Fig. 1: signal wires on met2
The bar under the picture is 50 µm long.
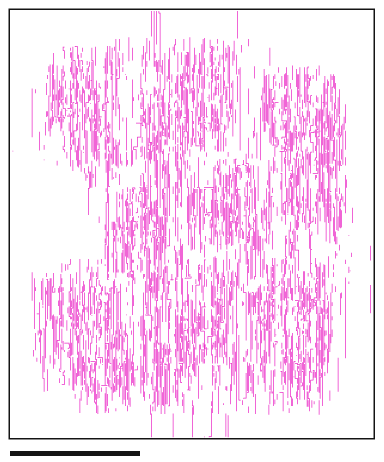
Fig. 2: wires at chosen ports, followed through buffers
The bar under the picture is 50 µm long.
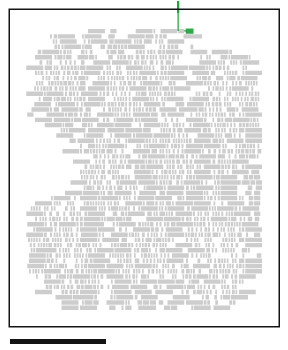
--- config.mk ---
export PLATFORM = sky130hd
export DESIGN_NAME = key_debouncer
export DESIGN_NICKNAME = d
export VERILOG_FILES = /design/src/rtl/key_debouncer.sv
export SDC_FILE = /design/constraint.sdc
export NUM_CORES = 1
export LEC_CHECK = 0
export ABC_AREA = 1
export CORE_ASPECT_RATIO = 1.2
export CORE_MARGIN = 8
export CORE_UTILIZATION = 63
export DETAILED_ROUTE_END_ITERATION = 10
export GPL_TIMING_DRIVEN = 0
export PLACE_DENSITY = 0.89
export SETUP_SLACK_MARGIN = 0.1
export SLEW_MARGIN = 20
export SYNTH_ARGS = -nofsm -noshare
export SYNTH_HDL_FRONTEND = slang
export SYNTH_SLANG_ARGS = --single-unit
--- constraint.sdc ---
create_clock -name clk -period 19 [get_ports clk]
set_clock_uncertainty 0.05 [all_clocks]
set_input_delay 5.7 -clock clk [delete_from_list [all_inputs] [get_ports clk]]
set_output_delay 5.7 -clock clk [all_outputs]
set_load 0.1 [all_outputs]
--- src/rtl/key_debouncer.sv ---
// Debounces raw key pins per channel and emits clean levels plus one-cycle
// press, release and long-press pulses; every channel has its own counters.
module key_debouncer #(
    parameter int NumKeys         = 4,
    parameter int DebounceCycles  = 500000,
    parameter int LongPressCycles = 50000000,
    parameter bit ActiveLow       = 1'b1
) (
    input  logic               clk,
    input  logic               rst,
    input  logic [NumKeys-1:0] key_raw,
    output logic [NumKeys-1:0] key_state,
    output logic [NumKeys-1:0] key_press,
    output logic [NumKeys-1:0] key_release,
    output logic [NumKeys-1:0] key_long
);

    localparam int DbW   = $clog2(DebounceCycles);
    localparam int HoldW = $clog2(LongPressCycles + 1);

    localparam logic [DbW-1:0]   DbLast   = DbW'(DebounceCycles - 1);
    localparam logic [HoldW-1:0] HoldMax  = HoldW'(LongPressCycles);
    localparam logic [HoldW-1:0] HoldLast = HoldW'(LongPressCycles - 1);

    genvar gi;
    generate
        for (gi = 0; gi < NumKeys; gi++) begin : g_key
            logic             sync1_reg;
            logic             sync2_reg;
            logic             state_reg;
            logic             press_reg;
            logic             release_reg;
            logic             long_reg;
            logic [DbW-1:0]   db_cnt_reg;
            logic [HoldW-1:0] hold_cnt_reg;
            logic             sample;
            logic             db_done;

            assign sample  = sync2_reg ^ ActiveLow;
            // A release accepted on this edge must not coincide with a long pulse.
            assign db_done = (sample != state_reg) && (db_cnt_reg == DbLast);

            always_ff @(posedge clk or posedge rst) begin
                if (rst) begin
                    sync1_reg    <= ActiveLow;
                    sync2_reg    <= ActiveLow;
                    state_reg    <= 1'b0;
                    press_reg    <= 1'b0;
                    release_reg  <= 1'b0;
                    long_reg     <= 1'b0;
                    db_cnt_reg   <= '0;
                    hold_cnt_reg <= '0;
                end else begin
                    sync1_reg   <= key_raw[gi];
                    sync2_reg   <= sync1_reg;
                    press_reg   <= 1'b0;
                    release_reg <= 1'b0;
                    long_reg    <= 1'b0;

                    if (sample == state_reg) begin
                        db_cnt_reg <= '0;
                    end else if (db_done) begin
                        state_reg   <= sample;
                        db_cnt_reg  <= '0;
                        press_reg   <= sample;
                        release_reg <= ~sample;
                    end else begin
                        db_cnt_reg <= db_cnt_reg + DbW'(1);
                    end

                    // Saturating at the threshold keeps key_long to one pulse per press.
                    if (!state_reg) begin
                        hold_cnt_reg <= '0;
                    end else if (hold_cnt_reg != HoldMax) begin
                        hold_cnt_reg <= hold_cnt_reg + HoldW'(1);
                        long_reg     <= (hold_cnt_reg == HoldLast) && !db_done;
                    end
                end
            end

            assign key_state[gi]   = state_reg;
            assign key_press[gi]   = press_reg;
            assign key_release[gi] = release_reg;
            assign key_long[gi]    = long_reg;
        end
    endgenerate

endmodule

==> run_results.csv <==
group,metric,value,unit
pwr,seqPwrFrac,47.6,%
final_layout,final_cells,1915,
clocking,clockRootBuffer,"clkbuf_16",
synth,yosys_warnings,0,
pwr,sw_frac_of_total,20.6,%
global_route,gr-usage-met2,41.1,%
placement,gp_congestion,0.941,
worst_setup_path,rr_startpoint,"g_key[0].hold_cnt_reg[1]",
route,dr.pass1.iters,5,
route,vias_per_cell,5.33,
clocking,cts.repair.resized,0,
clocking,h-tree-depth,1,
worst_setup_path,cp.arrival,2.20,ns
floorplan,die_y,165,µm
route,met1Wirelength,10400,µm
route,drt_iter0_drc,589,
status,status,"finished, final reports clean",
timing,hold_slack,0.305,ns
route,drc,0,
pwr,p_switching,0.191,mW
## Picture notes: Fig. 1
nets with wire on the layer: 1364
wire length on this layer: 12600 µm

## Picture notes: Fig. 2
[rst] green | direction: input | edge: north | end cells: 1 | buffers: 1 | wire: 11.8 µm

[cell type report]
| type | instances | area share [%] |
|---|---|---|
| Tap cell | 224 | 2.16 |
| Timing Repair Buffer | 23 | 2.05 |
| Buffer | 27 | 1.36 |
| Clock inverter | 11 | 1.26 |
| Clock buffer | 29 | 4.92 |
| Multi-Input combinational cell | 1200 | 43.0 |
| Inverter | 197 | 5.76 |
| Sequential cell | 204 | 39.5 |
[layout by cell type, fill, tap and decap left out, types with 26 or more instances in the layout]
cell type and instances:
nand3_1 118, a21oi_1 51, nand2_1 416, nor3_1 30, nor2_2 27, o21ai_0 39, nor2_1 372, xor2_1 26
inv_1 191, dfrtp_1 196
[critical path, cell delays in order (launching register included)]
cell and delay, ns:
dfrtp_1 0.44, buf_4 0.14, clkdlybuf4s50_1 1.12
Power is estimated from default activity; no workload was simulated.
